File: src/rtl/rx_fifo_funcmod_pkg.sv
// Shared constants and read step encoding for the UART receive FIFO stage.
package rx_fifo_funcmod_pkg;

  localparam int RX_DW = 8;
  localparam int RX_AW = 4;

  typedef enum logic [1:0] {
    RD_IDLE  = 2'd0,
    RD_PULSE = 2'd1,
    RD_CLR   = 2'd2
  } rd_step_e;

endpackage

File: src/rtl/rx_fifo_mem.sv
// DEPTH x DW register array: synchronous write, combinational read, storage not reset.
module rx_fifo_mem #(
  parameter int AW = 4,
  parameter int DW = 8
) (
  input  logic          clk,
  input  logic          we,
  input  logic [AW-1:0] waddr,
  input  logic [DW-1:0] wdata,
  input  logic [AW-1:0] raddr,
  output logic [DW-1:0] rdata
);

  logic [DW-1:0] mem_q [2**AW];

  always_ff @(posedge clk) begin
    if (we) mem_q[waddr] <= wdata;
  end

  assign rdata = mem_q[raddr];

endmodule

File: src/rtl/rx_fifo_funcmod.sv
// UART rx downstream FIFO: keeps rx called, queues done-pulsed bytes, returns them via iCall/oDone.
// Optional build macro RX_FIFO_OVERFLOW_EN adds a sticky oOverflow output.
module rx_fifo_funcmod
  import rx_fifo_funcmod_pkg::*;
#(
  parameter int AW = RX_AW,
  parameter int DW = RX_DW
) (
  input  logic          CLOCK,
  input  logic          RESET,
  output logic          oRxCall,
  input  logic          iRxDone,
  input  logic [DW-1:0] iRxData,
  input  logic          iCall,
  output logic          oDone,
  output logic [DW-1:0] oData,
  output logic [AW:0]   oCount,
  output logic          oEmpty,
  output logic          oFull,
`ifdef RX_FIFO_OVERFLOW_EN
  output logic          oOverflow,
`endif
  output logic [1:0]    oDbgStep
);

  localparam int          DEPTH   = 2**AW;
  localparam logic [AW:0] CNT_MAX = (AW+1)'(DEPTH);
  localparam logic [AW:0] CNT_ONE = (AW+1)'(1);
  localparam logic [AW-1:0] PTR_ONE = AW'(1);

  // Handshake: iCall is a level request; oDone is a one-cycle pulse with oData
  // valid in that cycle and held afterwards. A started pop always completes.
  rd_step_e        step_q, step_d;
  logic [AW-1:0]   wptr_q, wptr_d, rptr_q, rptr_d;
  logic [AW:0]     count_q, count_d;
  logic            empty_q, empty_d, full_q, full_d;
  logic            done_q, done_d, rx_call_q;
  logic [DW-1:0]   data_q, data_d, mem_rdata;
  logic            wr, pop, drop;

  rx_fifo_mem #(.AW(AW), .DW(DW)) u_mem (
    .clk   (CLOCK),
    .we    (wr),
    .waddr (wptr_q),
    .wdata (iRxData),
    .raddr (rptr_q),
    .rdata (mem_rdata)
  );

  // Full/empty decisions use the registered flags from before this edge.
  assign wr   = iRxDone && !full_q;
  assign drop = iRxDone && full_q;
  assign pop  = (step_q == RD_IDLE) && iCall && !empty_q;

  always_comb begin
    wptr_d  = wptr_q;
    rptr_d  = rptr_q;
    count_d = count_q;
    data_d  = data_q;
    done_d  = done_q;
    step_d  = step_q;
    if (wr)  wptr_d = wptr_q + PTR_ONE;
    if (pop) begin
      rptr_d = rptr_q + PTR_ONE;
      data_d = mem_rdata;
    end
    unique case ({wr, pop})
      2'b10:   count_d = count_q + CNT_ONE;
      2'b01:   count_d = count_q - CNT_ONE;
      default: count_d = count_q;
    endcase
    empty_d = (count_d == '0);
    full_d  = (count_d == CNT_MAX);
    unique case (step_q)
      RD_IDLE:  if (pop) step_d = RD_PULSE;
      RD_PULSE: begin
        done_d = 1'b1;
        step_d = RD_CLR;
      end
      RD_CLR: begin
        done_d = 1'b0;
        step_d = RD_IDLE;
      end
      default: begin
        done_d = 1'b0;
        step_d = RD_IDLE;
      end
    endcase
  end

  always_ff @(posedge CLOCK or negedge RESET) begin
    if (!RESET) begin
      step_q    <= RD_IDLE;
      wptr_q    <= '0;
      rptr_q    <= '0;
      count_q   <= '0;
      empty_q   <= 1'b1;
      full_q    <= 1'b0;
      done_q    <= 1'b0;
      data_q    <= '0;
      rx_call_q <= 1'b0;
    end else begin
      step_q    <= step_d;
      wptr_q    <= wptr_d;
      rptr_q    <= rptr_d;
      count_q   <= count_d;
      empty_q   <= empty_d;
      full_q    <= full_d;
      done_q    <= done_d;
      data_q    <= data_d;
      // Never dropped once raised: deasserting mid-frame would break rx bit timing.
      rx_call_q <= 1'b1;
    end
  end

`ifdef RX_FIFO_OVERFLOW_EN
  logic ovf_q, ovf_d;

  always_comb begin
    ovf_d = ovf_q;
    if (pop)  ovf_d = 1'b0;
    if (drop) ovf_d = 1'b1;
  end

  always_ff @(posedge CLOCK or negedge RESET) begin
    if (!RESET) ovf_q <= 1'b0;
    else        ovf_q <= ovf_d;
  end

  assign oOverflow = ovf_q;
`else
  logic unused_drop;
  assign unused_drop = drop;
`endif

  assign oRxCall  = rx_call_q;
  assign oDone    = done_q;
  assign oData    = data_q;
  assign oCount   = count_q;
  assign oEmpty   = empty_q;
  assign oFull    = full_q;
  assign oDbgStep = step_q;

endmodule

File: config.mk
export PLATFORM = sky130hd
export DESIGN_NAME = rx_fifo_funcmod
export DESIGN_NICKNAME = d
export VERILOG_FILES = /design/src/rtl/rx_fifo_funcmod_pkg.sv /design/src/rtl/rx_fifo_mem.sv /design/src/rtl/rx_fifo_funcmod.sv
export SDC_FILE = /design/constraint.sdc
export NUM_CORES = 1
export LEC_CHECK = 0
export CORE_UTILIZATION = 49
export DETAILED_ROUTE_END_ITERATION = 6
export HOLD_SLACK_MARGIN = 0.12
export PLACE_DENSITY = 0.7
export SLEW_MARGIN = 40
export SYNTH_ARGS = -nofsm -noshare
export SYNTH_HDL_FRONTEND = slang
export SYNTH_SLANG_ARGS = --single-unit
File: constraint.sdc
create_clock -name CLOCK -period 3.02 [get_ports CLOCK]
set_input_delay 0.453 -clock CLOCK [delete_from_list [all_inputs] [get_ports CLOCK]]
set_output_delay 0.453 -clock CLOCK [all_outputs]
set_load 0.03 [all_outputs]
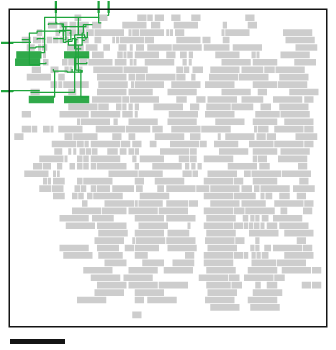
*Port wiring, run 1*
Scale bar: 20 um.
oCount -> green  # bits 5, direction output, edge 3 north, 2 west, end cells 5, wire 299 um
Port Buf Inserts: 30
number of I/O pins: 31

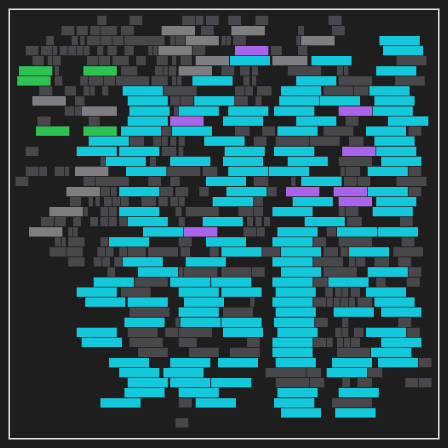
*Where the registers sit, run 1*
oData -> purple  # placed flops 8
u_mem.mem_q -> cyan  # placed flops 128
oCount -> green  # placed flops 5, where north-west
not colored = 14
Seq power: 3.04 mW
post-layout util: 59.19%
Seq area share: 60.54%
Flop area: 4522 sq um

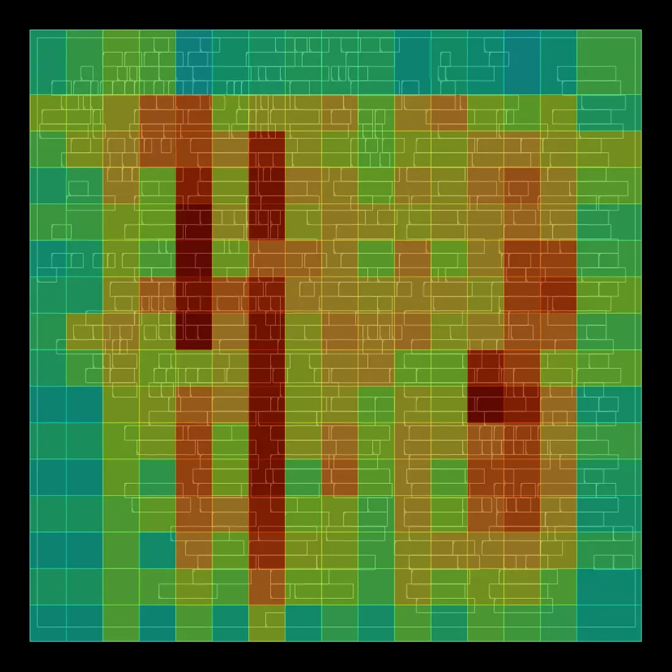
*Track usage over the die, run 1*
All-Layer GR Usage: 19.84%
WL/cell: 20.14 um

==> results.yml, run 1 <==
# implementation run metrics
setup_path:
  critPathLaunchType: "primary input"
  rr_worst_depth: 10
  crit_cells: 11
  worst_path_max_delay_cell: "or4b_1"
  critical-path-max-stage-delay_ns: 0.47
  crit_type: "in2reg"
  crit_buf_inv: 2
  rrSetupSlack_ns: 0.25
  critPathTopFamily: "simple AND/OR/NAND/NOR gates"
  worstPathArrival_ns: 3.10
  worstPathRequired_ns: 3.34
floorplan:
  initCoreUtil_pct: 50.21
  chip_area_sq_um: 13390
  die_x_um: 115.7
final_layout:
  num-nonclk-buffers: 43
  logic_area_sq_um: 1698
  inverters: 5
  buf_share_pct: 5.293
  nClkBuffers: 24
  comb_area_share_pct: 22.73
  postLayoutCellArea_sq_um: 7470
  final_cells: 602
  clk_share_pct: 8.308
  top_register: "u_mem.mem_q"
  largest_reg_flops: 128
placement:
  place_inst: 569
  gp_congestion: 0.7747
route:
  wl_met3_um: 594
  vias_per_cell: 5.545
  drt_first_pass_iters: 4
  route.detailed.drc: 0
  wirelength_mm: 12.12
  final_antenna_net_count: 0
  m1WireLength_mm: 5.087
  met2RoutedLength_mm: 6.252
  drtIter0Drc: 282
logic_synthesis:
  synth_chip_area_sq_um: 6336
  avgSynthCellArea_sq_um: 16.90
  synth_area_sq_um: 6336
  edf_count: 128
  yosysTopAreaCellShare_pct: 60.66
  fp_nets: 395
  ys_sh_adder_pct: 1.580
  flop_cell: "edfxtp_1"
  async_flop_share_pct: 17.42
  ys_cells: 375
  xor_share_pct: 1.521
  simple_gate_area_share_pct: 5.352
clocking:
  cts_tree: "yes"
  cts_root_buf: "clkbuf_16"
  ctsHoldBuffers: 0
  htreeDepth: 4
  clock_latency_ns: 0.41
  cts_inserted_buffers: 17
power:
  p_comb_share_pct: 31.1
  comb_cell_power_mw: 2.37
  power.total_mw: 7.603
  switching_power_mw: 2.358
  power_density_nw_per_um2: 1018
  ir_worst_vdd_mv: 0.5760
  switching_share_pct: 31.01
  p_clk_share_pct: 28.9
timing:
  hold_violations: 0
  setup_violations: 0
  timing.fmax_mhz: 359.7
  worst_pin_slew_ns: 0.7224
grt:
  busiest_layer: "met2"
  grt-ovfl-total: 0
  antenna_found_initial: 0
  grtUsageMet3_pct: 4.550
min_path:
  holdCritPathClass: "reg2reg"
status:
  status: "finished clean"
### M1 wires, run 1

Supply wires on this layer in gray.
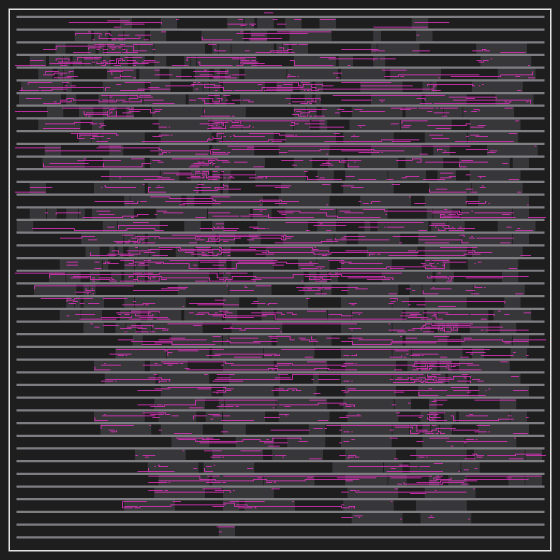

==> run 1 -> run 2 <==
--- a/config.mk
+++ b/config.mk
@@ -5,6 +5,7 @@
 export SDC_FILE = /design/constraint.sdc
 export NUM_CORES = 1
 export LEC_CHECK = 0
+export CORE_ASPECT_RATIO = 0.5
 export CORE_UTILIZATION = 49
 export DETAILED_ROUTE_END_ITERATION = 6
 export HOLD_SLACK_MARGIN = 0.12
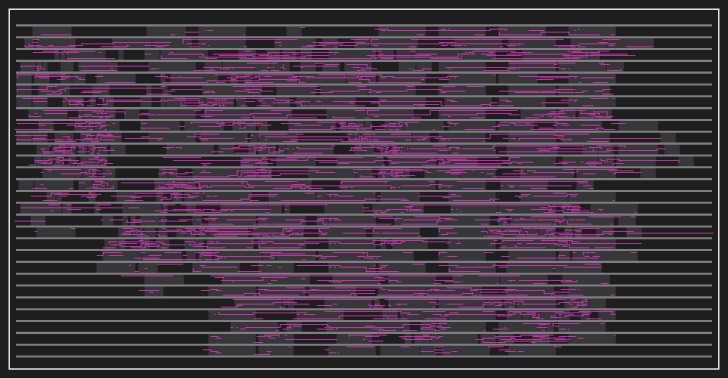
*M1 wires, run 2*
Supply wires on this layer in gray.
wire length on this layer = 5680 um
main direction = horizontal
share of all routed wire = 45%
nets with wire on the layer = 407
WL final: 12.59 mm
DR vias: 3408
grt met1 use: 27.41%

==> run 2 against run 1 <==
Final cell count shrank 1.2%. Maximum frequency grew 2.5%. Largest cell class unchanged. Design area is essentially flat. Synthesized cell count is the same. Highest routed layer unchanged. Core utilization grew 2.0 points. Global-route usage grew 0.65 points. Worst setup slack gained 0.068 ns.
==> results.yml, run 2 <==
# implementation run metrics
final_layout:
  num-nonclk-buffers: 43
  nClkBuffers: 17
  comb_area_share_pct: 22.75
  clk_share_pct: 8.315
  seq_area_sq_um: 4522
  final_cells: 595
  largest_reg_flops: 128
  top_register: "u_mem.mem_q"
  logic_area_sq_um: 1698
  postLayoutCellArea_sq_um: 7463
  buf_share_pct: 5.331
route:
  met2RoutedLength_mm: 6.081
  wl_per_cell_um: 21.16
  m1WireLength_mm: 5.677
  final_antenna_net_count: 0
  drt_first_pass_iters: 5
  vias_per_cell: 5.728
  drtIter0Drc: 290
  route.detailed.drc: 0
  wl_met3_um: 674
timing:
  worst_pin_slew_ns: 0.7477
  setup_tns_ns: 0
  hold_violations: 0
  whs_ns: 0.4309
  setup_violations: 0
  timing.fmax_mhz: 368.8
floorplan:
  die_x_um: 162.8
  num_io_pins: 31
  chip_area_sq_um: 13420
  initCoreUtil_pct: 51.97
placement:
  place_inst: 563
  gp_congestion: 0.9120
  io_buffers: 30
clocking:
  clock_latency_ns: 0.42
  cts_inserted_buffers: 17
  cts_tree: "yes"
  ctsHoldBuffers: 0
  htreeDepth: 4
  cts_root_buf: "clkbuf_16"
  cts.repair.resized: 0
logic_synthesis:
  synth_area_sq_um: 6336
  simple_gate_area_share_pct: 5.352
  synth_dominant_cell_count: "edfxtp_1"
  ys.flops: 155
  ys_sh_adder_pct: 1.580
  xor_share_pct: 1.521
  async_flop_share_pct: 17.42
  ys_warn_count: 0
  yosysTopAreaCellShare_pct: 60.66
  flop_cell: "edfxtp_1"
  synth_chip_area_sq_um: 6336
  ys_cells: 375
  avgSynthCellArea_sq_um: 16.90
  fp_nets: 395
grt:
  grt-ovfl-total: 0
  antenna_found_initial: 0
  grt_usage_pct: 20.49
  grtUsageMet3_pct: 5.045
  busiest_layer: "met2"
power:
  comb_cell_power_mw: 2.41
  switching_share_pct: 32.19
  power_density_nw_per_um2: 1027
  p_clk_share_pct: 29.2
  switching_power_mw: 2.468
  ir_worst_vdd_mv: 0.7728
  pwr-share-seq_pct: 39.3
setup_path:
  critical-path-max-stage-delay_ns: 0.55
  worstPathArrival_ns: 3.05
  crit_type: "reg2reg"
  worst_path_max_delay_cell: "or4b_1"
  cp-endpoint: "oFull"
  worstPathRequired_ns: 3.36
  crit_buf_inv: 1
  cp_max_fo: 4
  crit_cells: 10
  critPathTopFamily: "simple AND/OR/NAND/NOR gates"
  rr_worst_depth: 10
  rrSetupSlack_ns: 0.31
min_path:
  holdCritPathClass: "in2async"
status:
  status: "finished clean"
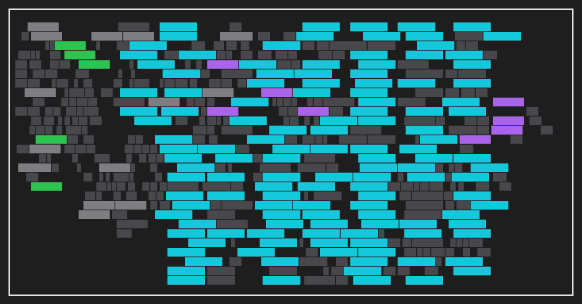
*Where the registers sit, run 2*
oCount -> green  # placed flops 5, where north-west
u_mem.mem_q -> cyan  # placed flops 128
oData -> purple  # placed flops 8
not colored = 14
Seq area share: 60.59%
post-layout util: 61.22%
Seq power: 3.01 mW

No activity file was given, so power comes from the tool's default toggle rates.
